## src/rtl/unmix_color_engine.sv

```systemverilog
`default_nettype none
// ============================================================================
//  Module   : unmix_color_engine
//  Purpose  : Streaming pixel recovery. Reads a mixed image and its key image
//             in lockstep and writes original = mixed ^ key for every 24-bit
//             RGB pixel. One pixel per cycle, two-stage datapath behind the
//             read ports.
//  Options  : UNMIX_CHECKSUM_EN - builds a running 24-bit sum of all written
//             pixels; without it the checksum output is tied to zero.
//  Revision : 1.0 - initial release
// ============================================================================
module unmix_color_engine #(
    parameter int PIX_NUM = 16384,
    parameter int ADDR_W  = 14
) (
    input  logic              clk,
    input  logic              rst_n,
    input  logic              start,
    output logic              mix_rd,
    output logic [ADDR_W-1:0] mix_addr,
    input  logic [23:0]       mix_data,
    output logic              key_rd,
    output logic [ADDR_W-1:0] key_addr,
    input  logic [23:0]       key_data,
    output logic              wr_en,
    output logic [ADDR_W-1:0] wr_addr,
    output logic [23:0]       wr_data,
    output logic              busy,
    output logic              done,
    output logic [23:0]       checksum
);

    localparam logic [1:0] c_IDLE  = 2'd0;
    localparam logic [1:0] c_READ  = 2'd1;
    localparam logic [1:0] c_DRAIN = 2'd2;
    localparam logic [1:0] c_DONE  = 2'd3;

    // Final pixel address; truncation is exact even when PIX_NUM = 2^ADDR_W.
    localparam logic [ADDR_W-1:0] c_LAST_ADDR = ADDR_W'(PIX_NUM - 1);

    logic [1:0]        r_state;
    logic [ADDR_W-1:0] r_count;
    logic [1:0]        r_drain;
    logic              r_s1_valid;
    logic [ADDR_W-1:0] r_s1_addr;
    logic              r_wr_en;
    logic [ADDR_W-1:0] r_wr_addr;
    logic [23:0]       r_wr_data;
    logic              w_rd;
    logic              w_start_ok;

    assign w_rd       = (r_state == c_READ);
    assign w_start_ok = (r_state == c_IDLE) && start;

    // Control FSM: pixel counter advances once per READ cycle, then a fixed
    // two-cycle drain lets the last two reads reach the write port.
    always_ff @(posedge clk or negedge rst_n) begin
        if (!rst_n) begin
            r_state <= c_IDLE;
            r_count <= '0;
            r_drain <= 2'd0;
        end else begin
            case (r_state)
                c_IDLE: begin
                    if (start) begin
                        r_state <= c_READ;
                        r_count <= '0;
                    end
                end
                c_READ: begin
                    if (r_count == c_LAST_ADDR) begin
                        r_state <= c_DRAIN;
                        r_drain <= 2'd0;
                    end else begin
                        r_count <= r_count + 1'b1;
                    end
                end
                c_DRAIN: begin
                    if (r_drain == 2'd1) begin
                        r_state <= c_DONE;
                    end else begin
                        r_drain <= r_drain + 2'd1;
                    end
                end
                c_DONE: begin
                    r_state <= c_IDLE;
                end
                default: begin
                    r_state <= c_IDLE;
                end
            endcase
        end
    end

    // Both memories are addressed identically; address is forced to zero
    // outside READ so idle outputs stay quiet.
    assign mix_rd   = w_rd;
    assign key_rd   = w_rd;
    assign mix_addr = w_rd ? r_count : '0;
    assign key_addr = w_rd ? r_count : '0;

    // Stage 1: remember which address the in-flight read belongs to.
    always_ff @(posedge clk or negedge rst_n) begin
        if (!rst_n) begin
            r_s1_valid <= 1'b0;
            r_s1_addr  <= '0;
        end else begin
            r_s1_valid <= w_rd;
            r_s1_addr  <= mix_addr;
        end
    end

    // Stage 2: unmix the returned pixel pair and present it to the write port.
    always_ff @(posedge clk or negedge rst_n) begin
        if (!rst_n) begin
            r_wr_en   <= 1'b0;
            r_wr_addr <= '0;
            r_wr_data <= 24'h000000;
        end else begin
            r_wr_en <= r_s1_valid;
            if (r_s1_valid) begin
                r_wr_addr <= r_s1_addr;
                r_wr_data <= mix_data ^ key_data;
            end
        end
    end

    assign wr_en   = r_wr_en;
    assign wr_addr = r_wr_addr;
    assign wr_data = r_wr_data;
    assign busy    = (r_state == c_READ) || (r_state == c_DRAIN);
    assign done    = (r_state == c_DONE);

`ifdef UNMIX_CHECKSUM_EN
    logic [23:0] r_checksum;

    // Running modulo-2^24 sum of written pixels; cleared when a run launches.
    always_ff @(posedge clk or negedge rst_n) begin
        if (!rst_n) begin
            r_checksum <= 24'h000000;
        end else if (w_start_ok) begin
            r_checksum <= 24'h000000;
        end else if (r_wr_en) begin
            r_checksum <= r_checksum + r_wr_data;
        end
    end

    assign checksum = r_checksum;
`else
    logic w_unused_start_ok;
    assign w_unused_start_ok = w_start_ok;
    assign checksum = 24'h000000;
`endif

endmodule
`default_nettype wire

```

## config.mk

```make
export PLATFORM = sky130hd
export DESIGN_NAME = unmix_color_engine
export DESIGN_NICKNAME = d
export VERILOG_FILES = /design/src/rtl/unmix_color_engine.sv
export SDC_FILE = /design/constraint.sdc
export NUM_CORES = 1
export LEC_CHECK = 0
export CORE_MARGIN = 10
export CORE_UTILIZATION = 44
export CTS_CLUSTER_DIAMETER = 120
export CTS_CLUSTER_SIZE = 25
export DETAILED_ROUTE_END_ITERATION = 10
export PLACE_DENSITY = 0.82
export SLEW_MARGIN = 20
export SYNTH_ARGS = -nofsm -noshare
export SYNTH_HDL_FRONTEND = slang
export SYNTH_SLANG_ARGS = --single-unit
```

## constraint.sdc

```tcl
create_clock -name clk -period 5.6 [get_ports clk]
set_input_delay 0.56 -clock clk [delete_from_list [all_inputs] [get_ports clk]]
set_output_delay 0.56 -clock clk [all_outputs]
set_load 0.05 [all_outputs]
```

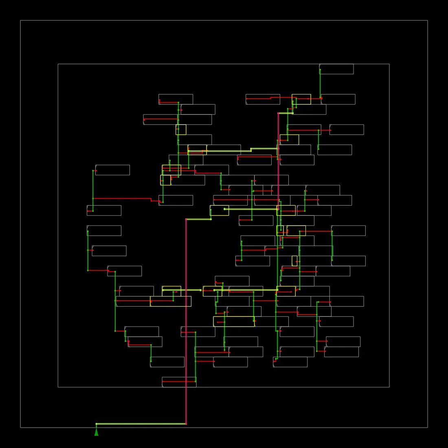
*The clock network*
clk pwr: 0.000441 W
registers: 72

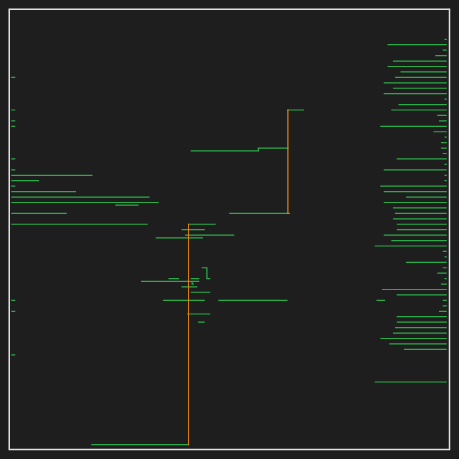
*Routed metal, one colour a layer*
Drawn at 4 px/um. Only two layers are drawn.
[orange] met4 | wire length: 80.9 um
[green] met3 | wire length: 859 um
WL final: 9125 um
Total GRT Usage: 0.1509
Routed wire per std cell: 16.99 um

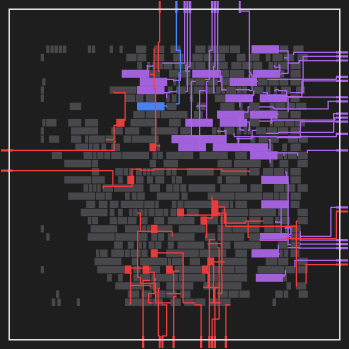
*Wires at chosen ports, followed through buffers*
Drawn at 3 px/um.
[purple] wr_data | direction: output | end cells: 24 | buffers: 24 | wire: 811 um
[red] key_addr | direction: output | end cells: 14 | buffers: 14 | wire: 758 um
[blue] wr_en | direction: output | end cells: 1 | buffers: 1 | wire: 35.1 um
boundary pin count: 146
port bufs: 121

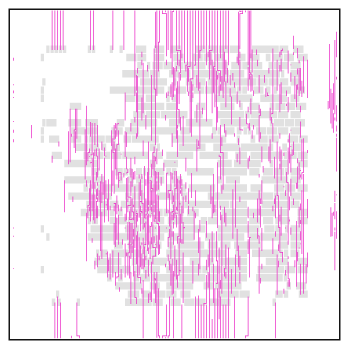
*Met2 routing*
Drawn at 3 px/um.
wire length on this layer: 4510 um
nets with wire on the layer: 427
share of all routed wire: 49%
longest straight run: 39.8 um

==> results_dict.tcl <==
# flow metrics
set metrics [dict create \
    status "finished clean" \
    critical_path.slowest_cell "clkdlybuf4s50_1" \
    ys_ff 72 \
    fin_tns_setup_ps 0 \
    final_nets 487 \
    netlist.area_leader.share 0.5094 \
    cts_root_buf "clkbuf_8" \
    syn_avg_cell_area_um2 10.82 \
    hpwl_um 7132 \
    crit_buf_inv 2 \
    drc 0 \
    edf_count 0 \
    maxSlewHeadroom 0.2889 \
    cts_tree "built" \
    dp_slack_ps 2502 \
    finalSetupViolCount 0 \
    antenna_found_initial 0 \
    grt_overflow 0 \
    antenna_left 0 \
    async_flop_share 1.000 \
    grt_first_pass_wirelength_um 14370 \
    globalplace.congestion 0.9021 \
    synthCells 327 \
    ys.flop_type "dfrtp_1" \
    htree_levels 3 \
    clock-sinks 72 \
    top_cell "dfrtp_1" \
    top_cells_by_count "72 x dfrtp_1, 40 x buf_4, 29 x nor2_1, 24 x a21oi_1, 24 x xnor2_1" \
    ys_top_cells_by_area "dfrtp_1 51%, buf_4 8.5%, xnor2_1 5.9%" \
    worst_slack_ps 2486 \
    core.rowCount 32 \
    end_kind "primary output" \
    fp.coreArea_um2 7767 \
    rr_worst_depth 6 \
    seq_area_frac_synth 0.5094 \
    yosysChipArea_um2 3537 \
    hold_viol 0 \
    vdd_drop_max_uv 403.5 \
    cts_buffers 9 \
    grt_max_degree 73 \
    vias 2665 \
    clk_latency_ps 330 \
    regToRegSetupSlack_ps 3290 \
    drive_above_1_share 0.09885 \
    tool_warnings 29 \
    cp_top_family "buffers and inverters" \
    drv_slew 0 \
    fin_skew_ps 7.375 \
    ys_cells 327 \
    p_leak_nw 2.101 \
    reg2reg_from "r_state[1]" \
    max_clock_freq_ghz 0.3211 \
    max_cap_violations 0 \
    cts.reportedPaths.clkPinSlew_ps 70 \
    ys_types 45 \
    n_fill_cell 614 \
    cp_cell_sequence "inv_1, ha_2, and2_1, clkdlybuf4s50_1" \
    diodes 0 \
    post_cts_buffers 0 \
    crit_type "register to primary output" \
    worst_pin_slew_ps 1067 \
    rsz0062_at_grt "no" \
    crit_arrival_ps 2550 \
    critPathMaxFanout 33 \
    initCoreUtil 0.4554 \
    area_growth_syn_to_layout_pct 36.79 \
    start_kind "register" \
    holdCritPathClass "primary input to async pin" \
    post-route-period-util 0.5561 \
    yosysWarningCount 0 \
    top_area_cell "dfrtp_1" \
    power_density_nw_per_um2 488.8 \
    reg2reg_to "r_drain[0]" \
    first_iter_violations 168 \
    fin_crit_ps 3114 \
    syn_area_um2 3537 \
    cts-resized-gates 0 \
    dieArea_um2 12030 \
    slowest_delay_ps 860 \
    grt_pass1_vias 2731 \
    cts_hold_buf 0 \
    clk_path_buf_depth 2 \
    chipHeight_um 109.7 \
    die_x_um 109.7 \
    dr.pass1.iters 4 \
    critical_path_required_ps 5040 \
]
metal layers:
layer	up-vias	track usage	share of wire
li1	1274	-	-
met1	1272	0.1748	0.40
met2	114	0.2551	0.49
met3	5	0.05851	0.094
met4	0	0.04182	0.0088
met5	-	0	0
logic make-up (layout without fill, tap and decap cells):
logic type	count (synthesis)	count (layout)	synth area share
buf+inv	56	141	0.1026
xor+xnor	24	24	0.05943
compound gates	59	59	0.1068
flops	72	72	0.5094
mux	15	15	0.04775
simple gates	94	94	0.1517
other cells	1	24	0.001060
fa+ha+maj	6	6	0.02122
where the power goes:
part | switching (W) | leakage, nW | internal (W)
registers | 0.000136 | 0.919 | 0.000647
logic | 0.000750 | 1.08 | 0.000391
clock network | 0.000179 | 0.106 | 0.000262
per-stage QoR:
step	instances	instance area [um^2]	hold WS [ps]	power, W	util
final	537	4838	425.5	0.002365	0.6229
after detailed placement	521	4614	462.8	0.001942	0.5941
after floorplan	350	3623	264.4	0.001575	-
after global placement	521	4614	457.3	0.001907	0.5941
after global routing	537	4838	491.6	0.002514	0.6229
after CTS	537	4836	453.4	0.002394	0.6226
registers in the layout (all words and copies together) (netlist names):
signal / flops
wr_data: 24
r_count: 14
r_s1_addr: 14
wr_addr: 14
r_drain: 2
r_state: 2
r_s1_valid: 1
wr_en: 1
final cells by class:
| type | count | area, um^2 | area share |
|---|---|---|---|
| Inverter | 3 | 11.26 | 0.002327 |
| Multi-Input combinational cell | 222 | 1461 | 0.3020 |
| Sequential cell | 72 | 1803 | 0.3726 |
| Timing Repair Buffer | 122 | 1214 | 0.2508 |
| Tap cell | 102 | 127.6 | 0.02638 |
| Clock buffer | 11 | 141.4 | 0.02922 |
| Clock inverter | 5 | 80.08 | 0.01655 |
worst register-to-register path, delay by kind of cell, from the launching register on:
kind | cells | cell delay (ps)
AND-OR/OR-AND | 1 | 310
AND/OR/NAND/NOR | 3 | 840
buffers and inverters | 1 | 90
adder cells (fa/ha/maj) | 1 | 540
flip-flops | 1 | 420
worst max-delay path by stage:
stage	from	to	slack, ps	cells past startpoint
2_1_floorplan	r_state[1]	mix_addr[0]	2510	7
4_1_cts	r_state[1]	key_addr[10]	2110	4
6_report	r_state[1]	mix_addr[10]	2490	4
5_1_grt	r_state[1]	key_addr[10]	2280	4
3_5_place_dp	r_state[1]	key_addr[10]	2500	4
3_3_place_gp	r_state[1]	key_addr[10]	2540	4
placed cells by master, fill, tap and decap left out, types with 3 or more instances in the layout:
| cell | Yosys | layout |
|---|---|---|
| a21oi_1 | 24 | 24 |
| a31oi_1 | 10 | 10 |
| and2_1 | 14 | 14 |
| and3_1 | 5 | 5 |
| clkbuf_8 | 0 | 10 |
| clkdlybuf4s50_1 | 0 | 120 |
| conb_1 | 1 | 24 |
| dfrtp_1 | 72 | 71 |
| ha_1 | 6 | 5 |
| inv_1 | 3 | 3 |
| mux2_2 | 14 | 14 |
| nand2_1 | 12 | 12 |
| nand2b_1 | 4 | 4 |
| nand3_1 | 7 | 7 |
| nand4_1 | 3 | 3 |
| nor2_1 | 29 | 29 |
| o21ai_0 | 11 | 10 |
| o31ai_1 | 3 | 3 |
| or4_1 | 3 | 3 |
| xnor2_1 | 24 | 24 |
Power is estimated from default activity; no workload was simulated.
